Fig. 1: wires at chosen ports, followed through buffers
The bar under the picture is 20 um long.
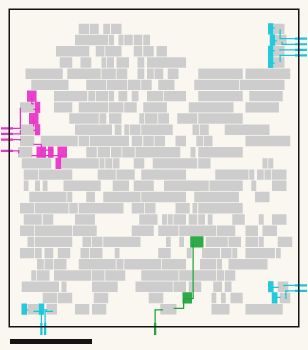
Fig. 2: cell area per tile
The bar under the picture is 20 um long. The die is cut into 7 by 8 equal tiles; white is low, dark blue is high, 0 to 100% covered.
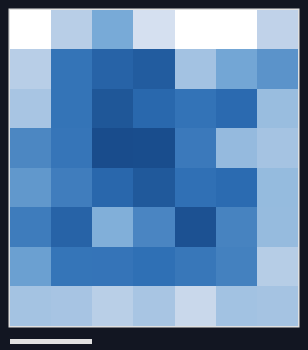
Fig. 3: supply network
The bar under the picture is 20 um long. Pins as bars on the die edge. Tap cells in gray.
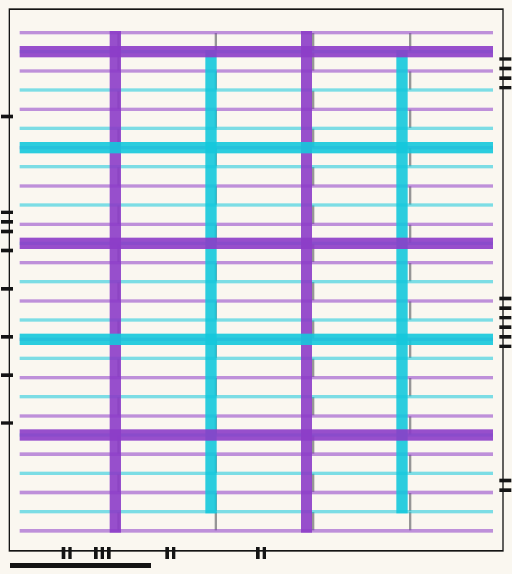
Fig. 4: sequential cells grouped by signal name
The bar under the picture is 20 um long. Other sequential cells in the stronger gray, the rest of the logic in the fainter gray.
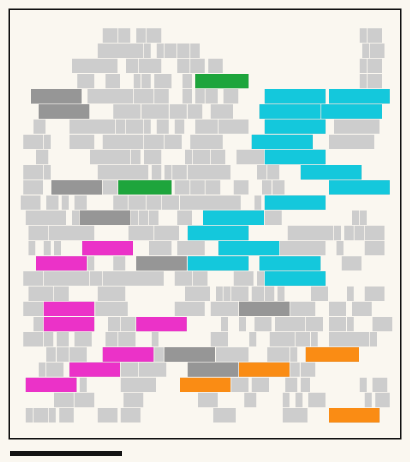
Fig. 5: cell placement
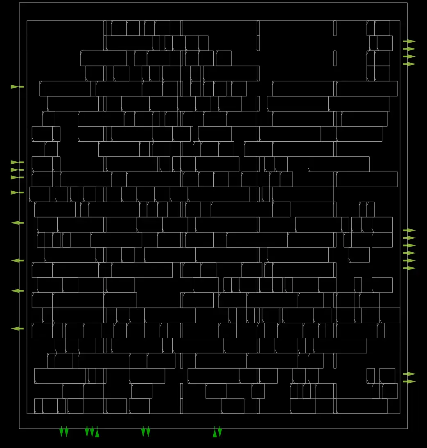
File: config.mk
export PLATFORM = sky130hd
export DESIGN_NAME = aer_spike_encoder
export DESIGN_NICKNAME = d
export VERILOG_FILES = /design/src/rtl/snn_pkg.sv /design/src/rtl/aer_event_fifo.sv /design/src/rtl/aer_spike_encoder.sv
export SDC_FILE = /design/constraint.sdc
export NUM_CORES = 1
export LEC_CHECK = 0
export CAP_MARGIN = 10
export CORE_ASPECT_RATIO = 1.1
export CORE_UTILIZATION = 45
export DETAILED_ROUTE_END_ITERATION = 10
export GPL_TIMING_DRIVEN = 0
export PLACE_DENSITY_LB_ADDON = 0.1
export SETUP_SLACK_MARGIN = 0.5
export SLEW_MARGIN = 15
export SYNTH_ARGS = -nofsm -noshare
export SYNTH_HDL_FRONTEND = slang
export SYNTH_SLANG_ARGS = --single-unit
File: constraint.sdc
create_clock -name clk -period 3.9 [get_ports clk]
set_input_delay 1.17 -clock clk [delete_from_list [all_inputs] [get_ports clk]]
set_output_delay 1.17 -clock clk [all_outputs]
set_load 0.005 [all_outputs]
File: src/rtl/snn_pkg.sv
// Shared SNN definitions: default encoder widths, drop-counter ceiling and the AER event record.
package snn_pkg;

    localparam int N_NEURONS_DEF  = 4;
    localparam int FIFO_DEPTH_DEF = 8;
    localparam int TS_WIDTH_DEF   = 8;
    localparam int ADDR_WIDTH_DEF = $clog2(N_NEURONS_DEF);

    localparam logic [7:0] DROP_CNT_MAX = 8'd255;

    // One address-event at the default widths: which neuron fired and when.
    typedef struct packed {
        logic [ADDR_WIDTH_DEF-1:0] addr;
        logic [TS_WIDTH_DEF-1:0]   ts;
    } aer_event_t;

    // Adds several lost spikes at once and clamps at the counter ceiling.
    function automatic logic [7:0] sat_add_drop(input logic [7:0] cnt, input int unsigned inc);
        int unsigned sum;
        sum = 32'(cnt) + inc;
        return (sum > 32'(DROP_CNT_MAX)) ? DROP_CNT_MAX : sum[7:0];
    endfunction

endpackage

File: src/rtl/aer_event_fifo.sv
// Synchronous event FIFO with full/empty/level; head data reads as zero while empty.
module aer_event_fifo #(
    parameter int  DEPTH  = 8,
    parameter int  DATA_W = 8,
    localparam int PTR_W  = $clog2(DEPTH)
) (
    input  logic              clk,
    input  logic              rst_n,
    input  logic              push_i,
    input  logic              pop_i,
    input  logic [DATA_W-1:0] wdata_i,
    output logic [DATA_W-1:0] rdata_o,
    output logic              full_o,
    output logic              empty_o,
    output logic [PTR_W:0]    level_o
);

    logic [DATA_W-1:0] mem_q [DEPTH];
    logic [PTR_W:0]    wr_ptr_q;
    logic [PTR_W:0]    rd_ptr_q;
    logic              do_push;
    logic              do_pop;

    // Pointers carry one extra wrap bit so full and empty are distinguishable.
    assign empty_o = (wr_ptr_q == rd_ptr_q);
    assign full_o  = (wr_ptr_q[PTR_W] != rd_ptr_q[PTR_W]) &&
                     (wr_ptr_q[PTR_W-1:0] == rd_ptr_q[PTR_W-1:0]);
    assign level_o = wr_ptr_q - rd_ptr_q;

    assign do_pop  = pop_i && !empty_o;
    assign do_push = push_i && (!full_o || do_pop);
    assign rdata_o = empty_o ? '0 : mem_q[rd_ptr_q[PTR_W-1:0]];

    always_ff @(posedge clk or negedge rst_n) begin
        if (!rst_n) begin
            wr_ptr_q <= '0;
            rd_ptr_q <= '0;
        end else begin
            if (do_push) wr_ptr_q <= wr_ptr_q + 1'b1;
            if (do_pop)  rd_ptr_q <= rd_ptr_q + 1'b1;
        end
    end

    always_ff @(posedge clk) begin
        if (do_push) mem_q[wr_ptr_q[PTR_W-1:0]] <= wdata_i;
    end

endmodule

File: src/rtl/aer_spike_encoder.sv
// AER spike encoder: latches neuron spikes, round-robin arbitrates them into an event FIFO.
// Build macro AER_TIMESTAMP_EN adds a free-running timestamp to every event.
module aer_spike_encoder
    import snn_pkg::*;
#(
    parameter int  N_NEURONS  = N_NEURONS_DEF,
    parameter int  FIFO_DEPTH = FIFO_DEPTH_DEF,
    parameter int  TS_WIDTH   = TS_WIDTH_DEF,
    localparam int ADDR_W     = $clog2(N_NEURONS),
    localparam int LEVEL_W    = $clog2(FIFO_DEPTH) + 1
) (
    input  logic                 clk,
    input  logic                 rst_n,
    input  logic [N_NEURONS-1:0] spike_in,
    output logic                 ev_valid,
    input  logic                 ev_ready,
    output logic [ADDR_W-1:0]    ev_addr,
    output logic [TS_WIDTH-1:0]  ev_ts,
    output logic [7:0]           drop_cnt,
    output logic [LEVEL_W-1:0]   fifo_level
);

`ifdef AER_TIMESTAMP_EN
    localparam int DATA_W = ADDR_W + TS_WIDTH;
`else
    localparam int DATA_W = ADDR_W;
`endif

    logic [N_NEURONS-1:0] pending_q, pending_d;
    logic [N_NEURONS-1:0] grant_vec;
    logic [N_NEURONS-1:0] drop_vec;
    logic [ADDR_W-1:0]    last_q, last_d;
    logic [ADDR_W-1:0]    grant_idx;
    logic                 grant_valid;
    logic                 can_grant;
    logic                 pop;
    logic                 fifo_full;
    logic                 fifo_empty;
    logic [7:0]           drop_q, drop_d;
    logic [DATA_W-1:0]    push_data;
    logic [DATA_W-1:0]    head_data;

    assign ev_valid  = !fifo_empty;
    assign pop       = ev_valid && ev_ready;
    assign can_grant = !fifo_full || pop;

    // Round-robin search starting one past the previous grant.
    always_comb begin
        logic [ADDR_W:0]   sum;
        logic [ADDR_W-1:0] idx;
        grant_valid = 1'b0;
        grant_idx   = '0;
        grant_vec   = '0;
        sum         = '0;
        idx         = '0;
        for (int off = 1; off <= N_NEURONS; off++) begin
            sum = {1'b0, last_q} + (ADDR_W+1)'(off);
            if (sum >= (ADDR_W+1)'(N_NEURONS)) sum = sum - (ADDR_W+1)'(N_NEURONS);
            idx = sum[ADDR_W-1:0];
            if (can_grant && !grant_valid && pending_q[idx]) begin
                grant_valid    = 1'b1;
                grant_idx      = idx;
                grant_vec[idx] = 1'b1;
            end
        end
    end

    // A spike is lost only if its neuron is still waiting and not being drained this cycle.
    assign drop_vec  = spike_in & pending_q & ~grant_vec;
    assign pending_d = (pending_q & ~grant_vec) | spike_in;
    assign last_d    = grant_valid ? grant_idx : last_q;
    assign drop_d    = sat_add_drop(drop_q, 32'($countones(drop_vec)));

    always_ff @(posedge clk or negedge rst_n) begin
        if (!rst_n) begin
            pending_q <= '0;
            last_q    <= ADDR_W'(N_NEURONS - 1);
            drop_q    <= '0;
        end else begin
            pending_q <= pending_d;
            last_q    <= last_d;
            drop_q    <= drop_d;
        end
    end

    assign drop_cnt = drop_q;

`ifdef AER_TIMESTAMP_EN
    logic [TS_WIDTH-1:0]  ts_q;
    logic [TS_WIDTH-1:0]  ts_buf_q [N_NEURONS];
    logic [N_NEURONS-1:0] ts_load;

    assign ts_load = spike_in & ~drop_vec;

    always_ff @(posedge clk or negedge rst_n) begin
        if (!rst_n) begin
            ts_q <= '0;
            for (int i = 0; i < N_NEURONS; i++) ts_buf_q[i] <= '0;
        end else begin
            ts_q <= ts_q + 1'b1;
            for (int i = 0; i < N_NEURONS; i++) begin
                if (ts_load[i]) ts_buf_q[i] <= ts_q;
            end
        end
    end

    assign push_data = {grant_idx, ts_buf_q[grant_idx]};
    assign ev_ts     = head_data[TS_WIDTH-1:0];
`else
    assign push_data = grant_idx;
    assign ev_ts     = '0;
`endif

    assign ev_addr = head_data[DATA_W-1 -: ADDR_W];

    aer_event_fifo #(
        .DEPTH  (FIFO_DEPTH),
        .DATA_W (DATA_W)
    ) u_fifo (
        .clk     (clk),
        .rst_n   (rst_n),
        .push_i  (grant_valid),
        .pop_i   (pop),
        .wdata_i (push_data),
        .rdata_o (head_data),
        .full_o  (fifo_full),
        .empty_o (fifo_empty),
        .level_o (fifo_level)
    );

endmodule
==> impl_metrics.yaml <==
# physical design summary
logic_synthesis:
  yosysSeqAreaShare_pct: 45.3
  ys_area_um2: 2280
  top_area_cell: "dfrtp_1"
  netlist_area_um2: 2280
  yosys.area.top_type_share_pct: 22.0
  synth_cells: 202
  synthTopCellsByArea: "dfrtp_1 22%, edfxtp_1 21%, mux4_2 7.9%"
  synthArstFlopShare_pct: 57.9
  synth_cell_types: 46
  ys_warn_count: 0
power:
  vdd_drop_max_uv: 667
  p_seq_share_pct: 26.5
  powerClk_mw: 0.391
  power_mw: 3.26
  powerSeq_mw: 0.865
  p_clk_share_pct: 12.0
final_layout:
  final_layout_top_logic_cells: "23 x buf_4, 20 x clkdlybuf4s50_1, 19 x dfrtp_1, 17 x nand2_1, 16 x edfxtp_1"
  fillerInstances: 379
  layout.nets: 274
  final_cells: 310
setup_path:
  worst-setup-path-type: "reg2reg"
  cp_cell_sequence: "buf_6 > inv_6 > ha_4 > mux4_2 > nor3_4 > and3_4 > buf_8 > a211oi_4 > nand2_1 > fa_1 > fa_2 > inv_2 > fa_2 > and2_4 > nor2b_4 > a21oi_1"
  cp_top_family: "adder cells"
  crit_path_max_fanout: 4
  crit_required_ps: 4070
  critPathMostFrequentCell: "fa_2"
  worst_setup_path_start_kind: "register"
placement:
  numPlacedInstances: 286
  dpl-instance-area_um2: 2630
  detailed_place_hpwl_um: 3170
sta:
  finalHoldViolations: 0
  setup_viol: 0
  slew_headroom_pct: 32.7
  rsz0062_at_grt: "yes"
  fmax_ghz: 0.262
die:
  die_area_um2: 5360
  floorplan.die.width_um: 69.9
  floorplan.core_util_pct: 48.0
job:
  log.warning_count: 32
  drv_cap: 0
drt:
  wirelength_um: 4680
  num_vias: 1702
  ant_nets: 0
  dr.first_iter.drc_count: 75
cts:
  hold_buffers: 0
  tritoncts: "done"
global_routing:
  grt_usage_pct: 18.0
  grt_first_pass_wirelength_um: 7470
  grt_pass1_vias: 1607
outcome:
  status: "complete, no violations"
About Fig. 1:
| port | color | direction | end cells | buffers | wire |
|---|---|---|---|---|---|
| ev_ts | cyan | output | 8 | 8 | 42.8 um |
| ev_ready | green | input | 2 | 1 | 26.0 um |
| spike_in | magenta | input | 8 | 4 | 38.1 um |

About Fig. 2:
fullest tile: 89%
tiles over 75% full: 21%
nearly empty tiles: 5.4%
densest ninth of the die: center
mean over tiles: 55%

About Fig. 3:
| net | color |
|---|---|
| VDD | cyan |
| VSS | purple |
rows: 26
met5 straps: 5
tap cells: 56
met4 straps: 4
signal pins: 30

About Fig. 4:
| signal | color | sequential cells |
|---|---|---|
| u_fifo.rd_ptr_q | orange | 4 |
| drop_cnt | magenta | 8 |
| u_fifo.mem_q | cyan | 16 |
| last_q | green | 2 |
not colored: 8

About Fig. 5:
Row Count: 26
core box area: 4750 um2
flop share of the area: 34.4%

routing by layer:
layer	share of wire, %	track usage [%]	vias up	routed length (um)
met3	5.1	4.47	7	241
met2	51	30.8	59	2400
met1	42	22.4	820	1980
met4	1.4	5.80	0	64
li1	-	-	816	-
met5	0	0	-	0
sequential cells by signal (all words and copies together), names as in the netlist:
register         cells
last_q               2
drop_cnt             8
u_fifo.rd_ptr_q      4
u_fifo.mem_q        16
pending_q            4
u_fifo.wr_ptr_q      4
path summary, 6_finish.rpt:
| kind | startpoint | endpoint | slack, ps | depth (start not counted) |
|---|---|---|---|---|
| hold / removal | u_fifo.wr_ptr_q[3] | u_fifo.wr_ptr_q[3] | 520 | 1 |
| min in group asynchronous | rst_n | u_fifo.wr_ptr_q[3] | 1440 | 1 |
| setup reg to reg | last_q[0] | drop_cnt[6] | 90 | 16 |
| setup / recovery | last_q[0] | drop_cnt[6] | 90 | 16 |
| max in group asynchronous | rst_n | u_fifo.rd_ptr_q[1] | 1790 | 1 |
| hold reg to reg | u_fifo.wr_ptr_q[3] | u_fifo.wr_ptr_q[3] | 520 | 1 |
cell type report:
cell class,instances,share of cell area (%)
clock buffer,5,2.29
sequential,38,34.4
inverter,16,2.17
timing repair buffer,37,11.2
tap,56,2.33
multi-input combinational,141,41.9
buffer,14,3.58
clock inverter,3,2.12
per-stage QoR:
step                util (%)  setup slack (ps)  TNS [ps]
floorplan                  -              51.5         0
global placement        55.3              -717     -5340
detailed placement      55.3              -731     -5510
CTS                     61.0              83.6         0
global route            63.3             -77.3      -407
finish                  63.3              85.8         0
logic make-up after synthesis:
group	count (synthesis)	synth area share, %
simple gates	62	14.8
flops	38	45.3
compound gates	35	10.5
buf+inv	30	6.48
fa+ha+maj	14	9.00
xor+xnor	12	4.61
mux	10	9.06
other cells	1	0.164
Power and IR drop assume default switching activity.
